Run 1, clock wires, drivers and flops:
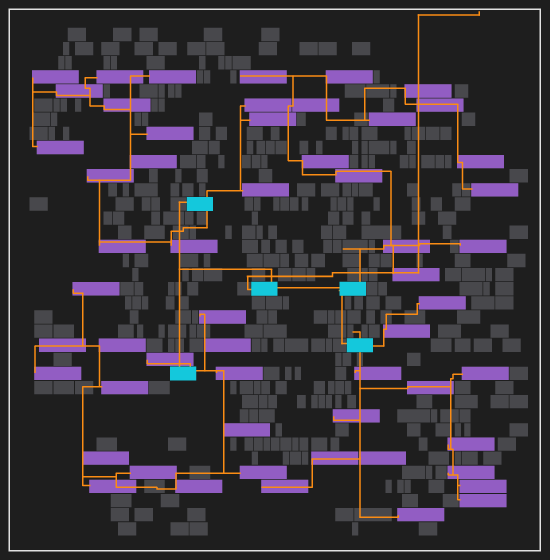
Run 1, I/O nets highlighted:
Bar = 20 um.
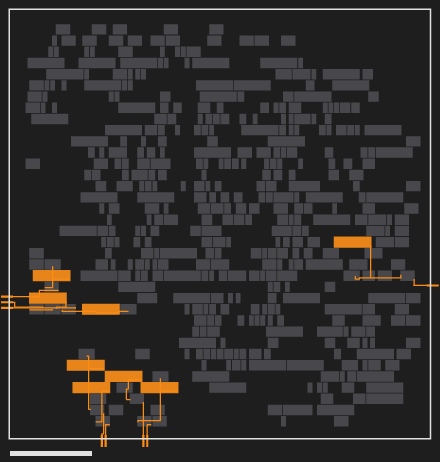
Run 1, track usage over the die:
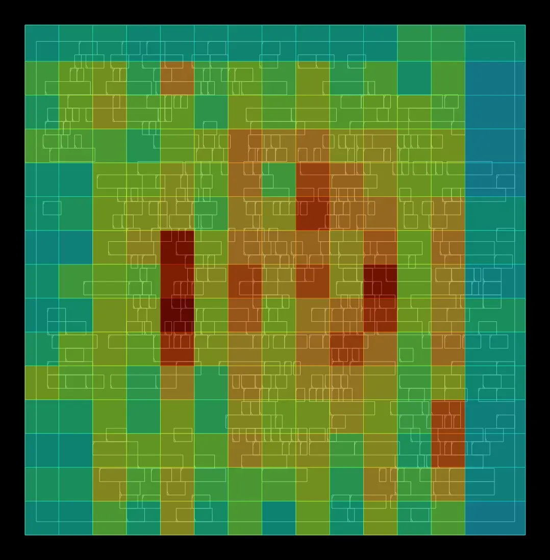
Design spi_ram_ctrl, sky130hd; sources not shown.
==> impl_metrics.csv, run 1 <==
group,metric,value,unit
finish,num-nonclk-buffers,67,
power_and_ir_drop,powerComb,0.00290,W
finish,num-nonclk-inverters,11,
synth,topCellsByArea,"dfrtp_1 (43%), nand2_1 (7.5%), o21ai_0 (4.6%)",
drt,via_per_inst,5.300,
die,die_y,104,um
critical_path,crit_required,2760,ps
drt,drc,0,
grt,grt_pass1_vias,2821,
synth,yosys_warnings,0,
finish,comb_share,42.60,%
drt,m1WireLength,4.203,mm
cts,cts_made_buffers,5,
die,core-area,9549,um^2
place,dp_hpwl,6.505,mm
grt,grt-ovfl-total,0,
cts,htreeDepth,2,
cts,ctsHoldBuffers,0,
finish,finalNetCount,455,
sta,finalCriticalPeriod,2115,ps
die,die_x,102,um
finish,syn_to_final_growth,24.60,%
drt,first_iter_violations,210,
finish,buf_share,15.96,%
critical_path,start_kind,"input pin",
finish,diodes,0,
drt,dr_wl_met3,492,um
power_and_ir_drop,p_switching,0.002407,W
synth,ys_types,59,
grt,grt_usage,17.71,%
critical_path,cp-end-kind,"flip-flop",
drt,avgRoutedWirePerCell,16.26,um
synth,postSynthNetCount,400,
die,num_rows,36,
sta,worstMarginPinSlew,465.3,ps
power_and_ir_drop,intPower,0.002672,W
cts,clockBufferDepth,2,
finish,clk_share,2.197,%
drt,dr_wl_met2,4.301,mm
power_and_ir_drop,leakagePower,1.691,nW
status,outcome,"complete, no violations",
synth,synthArstFlopShare,100.0,%
critical_path,r2r_slack,560,ps
flow_run,drv_cap,0,
sta,setup_ws,454.9,ps
synth,common_cells,"nand2_1 (66), dfrtp_1 (56), nor2_1 (32)",
finish,logic_area,1747,um^2
grt,use_met3,3.024,%
synth,top_cell,"nand2_1",
cts,clock-sinks,56,
synth,yosysTopAreaCellShare,42.59,%
power_and_ir_drop,irDropWorstVdd,0.5532,mV
finish,seqAreaFraction,34.18,%
die,chipArea,10610,um^2
place,gp_congestion,0.8289,
min_path,worstHoldPathType,"flip-flop to flip-flop",
grt,grt_max_degree,57,
synth,synthCells,371,
sta,timing.hold.ws,487.0,ps
cts,cts_root_buf,"clkbuf_8",
drt,drt-total-wl,9.103,mm
sta,fmax,0.4728,GHz
min_path,min_path_cells,2,
synth,synth_flops,56,
sta,period_used_share,82.30,%
drt,top_layer,"met4",
sta,grt_setup_unrepaired,"false",
finish,drive_gt1_share,10.30,%
Notes on 'clock wires, drivers and flops' above:
cells driving clock nets -> cyan  # count 5
clock wires -> orange  # length 798 um
flip-flops -> purple  # count 56
routed clock nets = 6
skew final: 11.67 ps
clk pwr: 0.000512 W
Clock Latency Late Sink: 320 ps
Clock Power Share: 10.1%

Notes on 'I/O nets highlighted' above:
`ram_din` -> orange  # direction output, end cells 8, buffers 8, wire 180 um
Port Buffers: 56
Boundary Pins: 57

Notes on 'track usage over the die' above:
Global Route met1 Usage: 24.81%
final core utilization: 42.94%

run 1: logic make-up after synthesis:
family	Yosys count	synth area share, %
flops	56	42.59
buf+inv	30	4.411
mux	12	3.993
fa+ha+maj	8	3.042
compound gates	98	19.05
xor+xnor	13	3.460
simple gates	154	23.46
run 1: worst max-delay path, stage by stage:
cell	delay, ps
clkdlybuf4s50_1	510
inv_1	70
ha_1	280
nand2b_2	270
o21ai_0	210
o211ai_1	110
a221oi_1	250
o21ai_0	100
run 1: through the flow:
stage	utilization (%)	instance area (um^2)	power (W)
finish	42.94	4100	0.005080
global route	42.94	4100	0.005466
CTS	42.91	4098	0.005112
detailed placement	41.98	4009	0.004601
global placement	41.98	4009	0.004575
floorplan	-	3291	0.003573
==> run 2, diff against run 1 <==
- PLACE_DENSITY: 0.54 -> 0.56
- clock period: 2.57 -> 1.7 ns (I/O delays scaled with it)
Run 2, I/O nets highlighted:
Bar = 20 um.
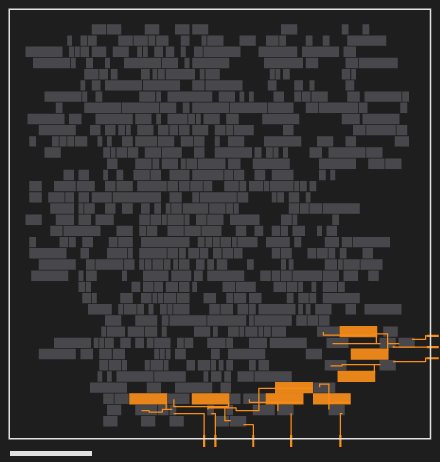

Run 2, signal wires on met1:
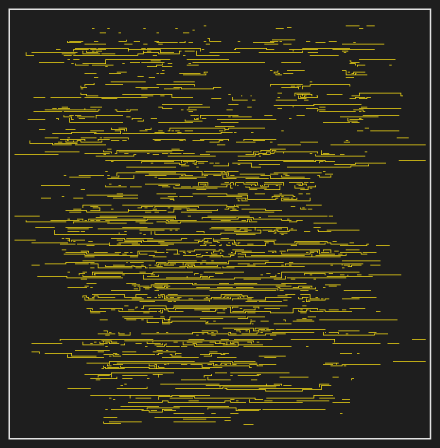
nets with wire on the layer = 491
main direction = horizontal
share of all routed wire = 45%
Global Route met1 Usage: 29.39%
total routed wirelength: 11.13 mm
Via Count: 3,368

==> run 2 against run 1 <==
  * The flow now finishes with violations (setup timing)
  * Clock power increased by 85%
  * Via count increased by 13%
  * Clock skew increased by 4.8 ps
  * Utilization increased by 12 points
  * Flip-flop count unchanged
  * Sequential power increased by 48%
  * Combinational power increased by 130%
  * Design area increased by 27%
  * Worst setup slack got worse by 480 ps
  * Non-clock buffer count increased by 75
  * Die size unchanged
==> impl_metrics.csv, run 2 <==
group,metric,value,unit
synth,ys_types,59,
drt,top_layer,"met4",
grt,grt_max_degree,57,
die,io_pins,57,
drt,avgRoutedWirePerCell,17.47,um
die,core-area,9549,um^2
finish,logic_area,2146,um^2
synth,yosysTopAreaCellShare,42.59,%
synth,logic_family,"simple AND/OR/NAND/NOR gates",
finish,num-nonclk-inverters,12,
synth,synth_flops,56,
critical_path,critical_path.top_delay_family,"flip-flops",
sta,worstMarginPinSlew,365.7,ps
place,port_buffers,56,
cts,cts_root_buf,"clkbuf_8",
die,num_rows,36,
cts,htreeDepth,2,
critical_path,cp-end-kind,"output port",
synth,ys_sh_adder,3.042,%
critical_path,crit_path_cell_trace,"or3_4, buf_6, buf_6",
sta,skew,16.45,ps
synth,top_cell,"nand2_1",
power_and_ir_drop,p_switching,0.004532,W
flow_run,drv_cap,0,
sta,finalCriticalPeriod,1725,ps
synth,synthCells,371,
status,outcome,"finished with violations",
place,gp_congestion,0.8982,
power_and_ir_drop,intPower,0.005533,W
sta,grt_setup_unrepaired,"true",
critical_path,worst-path-stages,3,
grt,grt_pass1_vias,3194,
cts,clock-sinks,56,
drt,via_per_inst,5.287,
finish,num-nonclk-buffers,142,
grt,grt_usage,20.52,%
status,violations,"setup timing",
synth,ys_sh_aoi,19.05,%
sta,setup_viol,5,
drt,dr_wl_met2,5.221,mm
finish,drive_gt1_share,45.44,%
sta,timing.hold.ws,441.9,ps
finish,clk_share,2.326,%
die,die_y,104,um
cts,cts_made_buffers,5,
sta,setup_ws,-25.07,ps
critical_path,crit_top_cell,"buf_6",
min_path,worstHoldPathType,"input pin to asynchronous set/reset pin",
cts,worstSkewPairLatency,320,ps
finish,final_cell_mix,"buf_4 (57), dfrtp_1 (50), nand2_1 (48)",
synth,yosys_warnings,0,
synth,common_cells,"nand2_1 (66), dfrtp_1 (56), nor2_1 (32)",
die,chipArea,10610,um^2
critical_path,cp_num_buf_inv,2,
drt,first_iter_violations,247,
synth,simple_gate_area_share,23.46,%
cts,clockBufferDepth,2,
sta,period_used_share,101.5,%
place,placed_cell_area,4519,um^2
finish,fin_area,5219,um^2
finish,diodes,0,
critical_path,cp_slowest_stage_delay,410,ps
drt,ant_nets,0,
critical_path,start_kind,"flip-flop",
cts,ctsHoldBuffers,0,
synth,postSynthNetCount,400,
critical_path,slowest_stage,"dfrtp_1",
place,dp_hpwl,7.790,mm
drt,drc,0,
power_and_ir_drop,p_clk_share,9.4,%
finish,buf_share,25.01,%
synth,synthArstFlopShare,100.0,%
drt,dr_wl_met3,570,um
synth,xor_share,3.460,%
critical_path,r2r_slack,-10,ps
Run 2, track usage over the die:
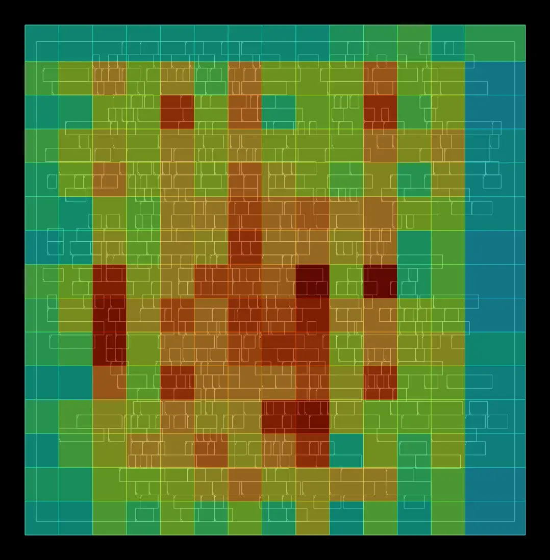
GR peak layer: met2
final core utilization: 54.65%
met3 Resource Use GR: 2.621%

[run 2: cell counts after synthesis]
No cell type changed its count.
[run 2: power by group through the flow]
stage,Sequential [W],Clock (W),Combinational (W)
6_report,0.00247,0.000947,0.00665
5_1_grt,0.00256,0.00103,0.00708
4_1_cts,0.00243,0.000976,0.00588
3_5_place_dp,0.00244,0,0.00529
3_3_place_gp,0.00242,0,0.00524
2_1_floorplan,0.00311,0,0.00251
[run 2: repair_timing]
item / CTS / global route
cloned: 2 / 4
setup endpoints to repair: 86 / 68
pin swaps: 17 / 42
resized: 145 / 94
buffers inserted: 10 / 12
No activity file was given, so power comes from the tool's default toggle rates.
